The clock network:
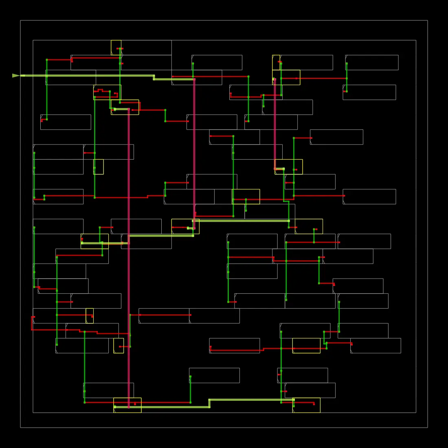
Routed clock nets over the placement:
Scale bar: 20 microns.
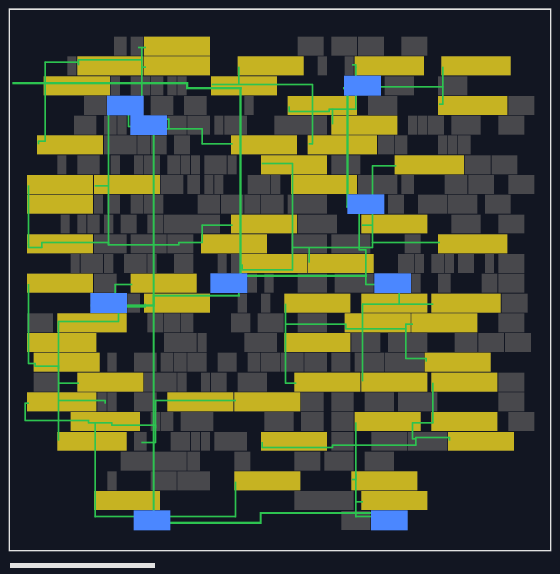
Routed metal, one color a layer:
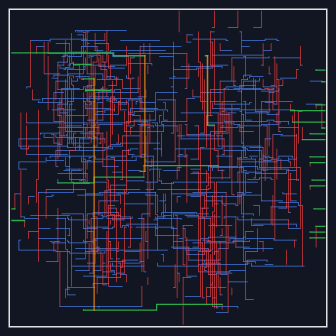
<file path="src/rtl/ps2_key_decoder.sv">
`default_nettype none
// ============================================================================
// Module      : ps2_key_decoder
// Description : PS/2 keyboard frame receiver with E0/F0 prefix handling and
//               a table of tracked key-held bits.
// Revision    : 1.0 - initial release
// ============================================================================
module ps2_key_decoder #(
    parameter int                    NUM_KEYS       = 8,
    parameter logic [9*NUM_KEYS-1:0] KEY_CODES      = {9'h172, 9'h174, 9'h16B, 9'h175,
                                                       9'h023, 9'h01B, 9'h01C, 9'h01D},
    parameter int                    TIMEOUT_CYCLES = 50000,
    parameter bit                    ACTIVE_LOW     = 1'b1
) (
    input  logic                clk,
    input  logic                rst,
    input  logic                ps2_clk,
    input  logic                ps2_data,
    output logic                ev_valid,
    output logic [7:0]          ev_code,
    output logic                ev_ext,
    output logic                ev_break,
    output logic                frame_err,
    output logic [NUM_KEYS-1:0] keys
);

    localparam int              TO_W   = $clog2(TIMEOUT_CYCLES + 1);
    localparam logic [TO_W-1:0] TO_MAX = TO_W'(TIMEOUT_CYCLES);

    typedef enum logic [1:0] {
        S_IDLE   = 2'd0,
        S_DATA   = 2'd1,
        S_PARITY = 2'd2,
        S_STOP   = 2'd3
    } state_t;

    logic            r_clk_s1, r_clk_s2, r_clk_prev;
    logic            r_dat_s1, r_dat_s2;
    state_t          r_state;
    logic [2:0]      r_bit_cnt;
    logic [7:0]      r_shift;
    logic            r_parity;
    logic [TO_W-1:0] r_to_cnt;
    logic            r_ext, r_brk;
    logic            w_fall;
    logic            w_timeout;
    logic            w_frame_ok;

    // Lines idle high, so synchronizers reset to 1 to avoid a false edge.
    always_ff @(posedge clk or posedge rst) begin
        if (rst) begin
            r_clk_s1   <= 1'b1;
            r_clk_s2   <= 1'b1;
            r_clk_prev <= 1'b1;
            r_dat_s1   <= 1'b1;
            r_dat_s2   <= 1'b1;
        end else begin
            r_clk_s1   <= ps2_clk;
            r_clk_s2   <= r_clk_s1;
            r_clk_prev <= r_clk_s2;
            r_dat_s1   <= ps2_data;
            r_dat_s2   <= r_dat_s1;
        end
    end

    assign w_fall     = r_clk_prev & ~r_clk_s2;
    assign w_timeout  = (r_to_cnt == TO_MAX);
    assign w_frame_ok = r_dat_s2 & (^{r_shift, r_parity});

    always_ff @(posedge clk or posedge rst) begin
        if (rst) begin
            r_state   <= S_IDLE;
            r_bit_cnt <= 3'd0;
            r_shift   <= 8'd0;
            r_parity  <= 1'b0;
            r_to_cnt  <= '0;
            r_ext     <= 1'b0;
            r_brk     <= 1'b0;
            ev_valid  <= 1'b0;
            ev_code   <= 8'd0;
            ev_ext    <= 1'b0;
            ev_break  <= 1'b0;
            frame_err <= 1'b0;
        end else begin
            ev_valid  <= 1'b0;
            frame_err <= 1'b0;
            if (w_timeout) begin
                // Timeout wins over a coincident edge, which is dropped.
                r_state   <= S_IDLE;
                r_bit_cnt <= 3'd0;
                r_to_cnt  <= '0;
                r_ext     <= 1'b0;
                r_brk     <= 1'b0;
                frame_err <= 1'b1;
            end else begin
                if (w_fall || r_state == S_IDLE) begin
                    r_to_cnt <= '0;
                end else begin
                    r_to_cnt <= r_to_cnt + TO_W'(1);
                end
                if (w_fall) begin
                    case (r_state)
                        S_IDLE: begin
                            if (!r_dat_s2) begin
                                r_state   <= S_DATA;
                                r_bit_cnt <= 3'd0;
                            end
                        end
                        S_DATA: begin
                            r_shift   <= {r_dat_s2, r_shift[7:1]};
                            r_bit_cnt <= r_bit_cnt + 3'd1;
                            if (r_bit_cnt == 3'd7) begin
                                r_state <= S_PARITY;
                            end
                        end
                        S_PARITY: begin
                            r_parity <= r_dat_s2;
                            r_state  <= S_STOP;
                        end
                        S_STOP: begin
                            r_state <= S_IDLE;
                            if (!w_frame_ok) begin
                                frame_err <= 1'b1;
                                r_ext     <= 1'b0;
                                r_brk     <= 1'b0;
                            end else if (r_shift == 8'hE0) begin
                                r_ext <= 1'b1;
                            end else if (r_shift == 8'hF0) begin
                                r_brk <= 1'b1;
                            end else begin
                                ev_valid <= 1'b1;
                                ev_code  <= r_shift;
                                ev_ext   <= r_ext;
                                ev_break <= r_brk;
                                r_ext    <= 1'b0;
                                r_brk    <= 1'b0;
                            end
                        end
                        default: r_state <= S_IDLE;
                    endcase
                end
            end
        end
    end

    // Every matching table entry follows the event, so duplicates all track.
    always_ff @(posedge clk or posedge rst) begin
        if (rst) begin
            keys <= {NUM_KEYS{ACTIVE_LOW}};
        end else if (ev_valid) begin
            for (int i = 0; i < NUM_KEYS; i++) begin
                if (KEY_CODES[9*i +: 9] == {ev_ext, ev_code}) begin
                    keys[i] <= ACTIVE_LOW ? ev_break : ~ev_break;
                end
            end
        end
    end

endmodule
`default_nettype wire
</file>
<file path="config.mk">
export PLATFORM = sky130hd
export DESIGN_NAME = ps2_key_decoder
export DESIGN_NICKNAME = d
export VERILOG_FILES = /design/src/rtl/ps2_key_decoder.sv
export SDC_FILE = /design/constraint.sdc
export NUM_CORES = 1
export LEC_CHECK = 0
export CAP_MARGIN = 5
export CORE_MARGIN = 2
export CORE_UTILIZATION = 55
export DETAILED_ROUTE_END_ITERATION = 12
export PLACE_DENSITY = 0.79
export SYNTH_ARGS = -nofsm -noshare
export SYNTH_HDL_FRONTEND = slang
export SYNTH_SLANG_ARGS = --single-unit
</file>
<file path="constraint.sdc">
create_clock -name clk -period 2.9 [get_ports clk]
set_clock_uncertainty 0.05 [all_clocks]
set_input_delay 0.29 -clock clk [delete_from_list [all_inputs] [get_ports clk]]
set_output_delay 0.29 -clock clk [all_outputs]
set_load 0.02 [all_outputs]
</file>
==> results.json <==
{
  "dieHeight_microns": 74.3,
  "route.detailed.drc": 0,
  "cp.depth": 7,
  "top_register": "r_to_cnt",
  "drive_above_1_share": 0.247,
  "fmax_mhz": 406,
  "wl_met2_microns": 2220,
  "synth-seq-cells": 57,
  "period_used_share": 0.849,
  "min_path_type": "in -> async",
  "cts_setup_buffers": 0,
  "crit_type": "reg -> reg",
  "top_logic_kind": "simple AND/OR/NAND/NOR gates",
  "nets": 271,
  "path_clk_slew_ns": 0.06,
  "edf_count": 0,
  "ios": 24,
  "path_delay_family": "simple AND/OR/NAND/NOR gates",
  "grt_use_met2": 0.310,
  "synth-adder-area-share": 0.0414,
  "crit_path_end_kind": "flip-flop",
  "cp_slowest_cell": "or4b_4",
  "grtUsageTotal": 0.201,
  "critPathLaunch": "r_to_cnt[0]",
  "synthXorXnorAreaFrac": 0.0726,
  "syn_nets": 239,
  "ys_sh_simple": 0.181,
  "gr-usage-met3": 0.0664,
  "grt_setup_unrepaired": "no",
  "maxSlewHeadroom": 0.585,
  "gp_congestion": 0.791,
  "via_per_inst": 5.34,
  "core_sq_um": 4750,
  "rows": 25,
  "portBuffers": 23,
  "reg2reg_to": "ev_code[7]",
  "layout_top_cell": "dfrtp_1",
  "syn_area_sq_um": 2720,
  "maxUsedRoutingLayer": "met4",
  "setup_tns_ns": 0,
  "ant_nets": 0,
  "synth_cells": 226,
  "rrSetupSlack_ns": 0.44,
  "worst_pin_slew_ns": 0.617,
  "place_hpwl_microns": 3110,
  "status": "complete, no violations",
  "synth_seq_share": 0.530,
  "ff_type": "dfrtp_1",
  "path_max_fanout": 11,
  "antenna_cells": 0,
  "topCellsByArea": "dfrtp_1 (40%), dfstp_2 (13%), mux2_2 (7.4%)",
  "wl_met1_microns": 2060,
  "netlist-cell-type-count": 44,
  "path_buffers": 1,
  "vias": 1763,
  "synth_top_cell_by_count": "dfrtp_1",
  "largest_reg_flops": 16,
  "grt_first_pass_wirelength_microns": 8140,
  "muxShareOfSynthArea": 0.128,
  "final_area_sq_um": 3210,
  "critical_path.endpoint": "ev_code[7]",
  "finalMaxSlewViolations": 0,
  "use_met1": 0.256,
  "wl_met3_microns": 179,
  "grt_max_degree": 31,
  "wirelength_microns": 4560,
  "crit_required_ns": 3.07,
  "firstDrtPassIters": 4,
  "htreeDepth": 3,
  "drtIter0Drc": 95,
  "yosys_cells": 226,
  "grt_busiest_layer": "met2",
  "r2r_start": "r_to_cnt[0]",
  "peakVddDrop_mv": 0.390,
  "p_leak_nw": 1.45,
  "pwr_density_cell_nw_per_um2": 855,
  "yosysTopAreaCell": "dfrtp_1",
  "path_cells": "inv_1 -> ha_1 -> or4b_4 -> nor4_4 -> nor3b_2 -> nand3_2 -> mux2_2",
  "cts_buffer_depth": 2,
  "r2r_cells": 7,
  "dpl-instance-area_sq_um": 3030,
  "layout_top_cells": "dfrtp_1 (44), nor2_1 (31), clkdlybuf4s50_1 (23)",
  "syn_to_final_growth_pct": 17.8,
  "cts_tree": "yes",
  "grt_pass1_vias": 1788,
  "cts_resized": 0,
  "wl_per_cell_microns": 13.8,
  "post_synth_ao_oa_area_fraction": 0.0234,
  "fp_util": 0.572,
  "max_stage_delay_ns": 0.46,
  "avgSynthCellArea_sq_um": 12.0,
  "tool_warnings": 31,
  "die_w_microns": 74.3,
  "critical_path_arrival_ns": 2.63,
  "ys_area_sq_um": 2720,
  "setup_viol_count_final": 0,
  "final_hold_viol_count": 0,
  "cap_violations": 0,
  "antenna_found_initial": 0,
  "overflow": 0,
  "synth.top_cells.by_count": "dfrtp_1 (44), nor2_1 (31), mux2_2 (18)",
  "ys_warn_count": 0,
  "top_cell_area_share": 0.405,
  "root_buffer": "clkbuf_8",
  "start_kind": "flip-flop",
  "async_reset_ff_frac": 1.00,
  "cts_hold_buffers": 0,
  "dieArea_sq_um": 5530,
  "fin_crit_ns": 2.46
}
About 'the clock network':
CTS Buf Count: 9
seq_cells: 57
Sink Count: 57
insertion delay to the later sink of the worst-skew pair: 0.33 ns

About 'routed clock nets over the placement':
Key: yellow = flip-flops [count 57]; blue = clock drivers [count 9]; green = clock wires [length 747 microns]
Position of the flops: widely spread.

About 'routed metal, one color a layer':
Key: orange = metal 4 [wire length 97.9 microns]; red = metal 2 [wire length 2220 microns]; green = metal 3 [wire length 179 microns]; blue = metal 1 [wire length 2060 microns]

## layout make-up
class,count,area (sq um)
repair buffers,25,258
inverters,9,33.8
flip-flops and latches,57,1440
multi-input cells,156,1210
clock inverters,3,15.0
clock buffers,13,159
well taps,67,83.8
fillers,381,1550
## per-stage QoR
stage | worst slack [ns] | power (mW) | hold WS, ns | util | std cells
detailed placement | 0.449 | 2.11 | 0.298 | 0.638 | 314
global placement | 0.491 | 2.07 | 0.296 | 0.638 | 314
global route | 0.291 | 2.93 | 0.293 | 0.674 | 330
finish | 0.438 | 2.74 | 0.300 | 0.674 | 330
floorplan | 0.563 | 1.86 | 0.244 | - | 226
CTS | 0.434 | 2.78 | 0.296 | 0.674 | 330
## where the power goes
group          switching [mW]  internal (mW)
clock network           0.297          0.352
logic                   0.409          0.487
registers               0.219          0.978
total                   0.925           1.82
Power and IR drop assume default switching activity.
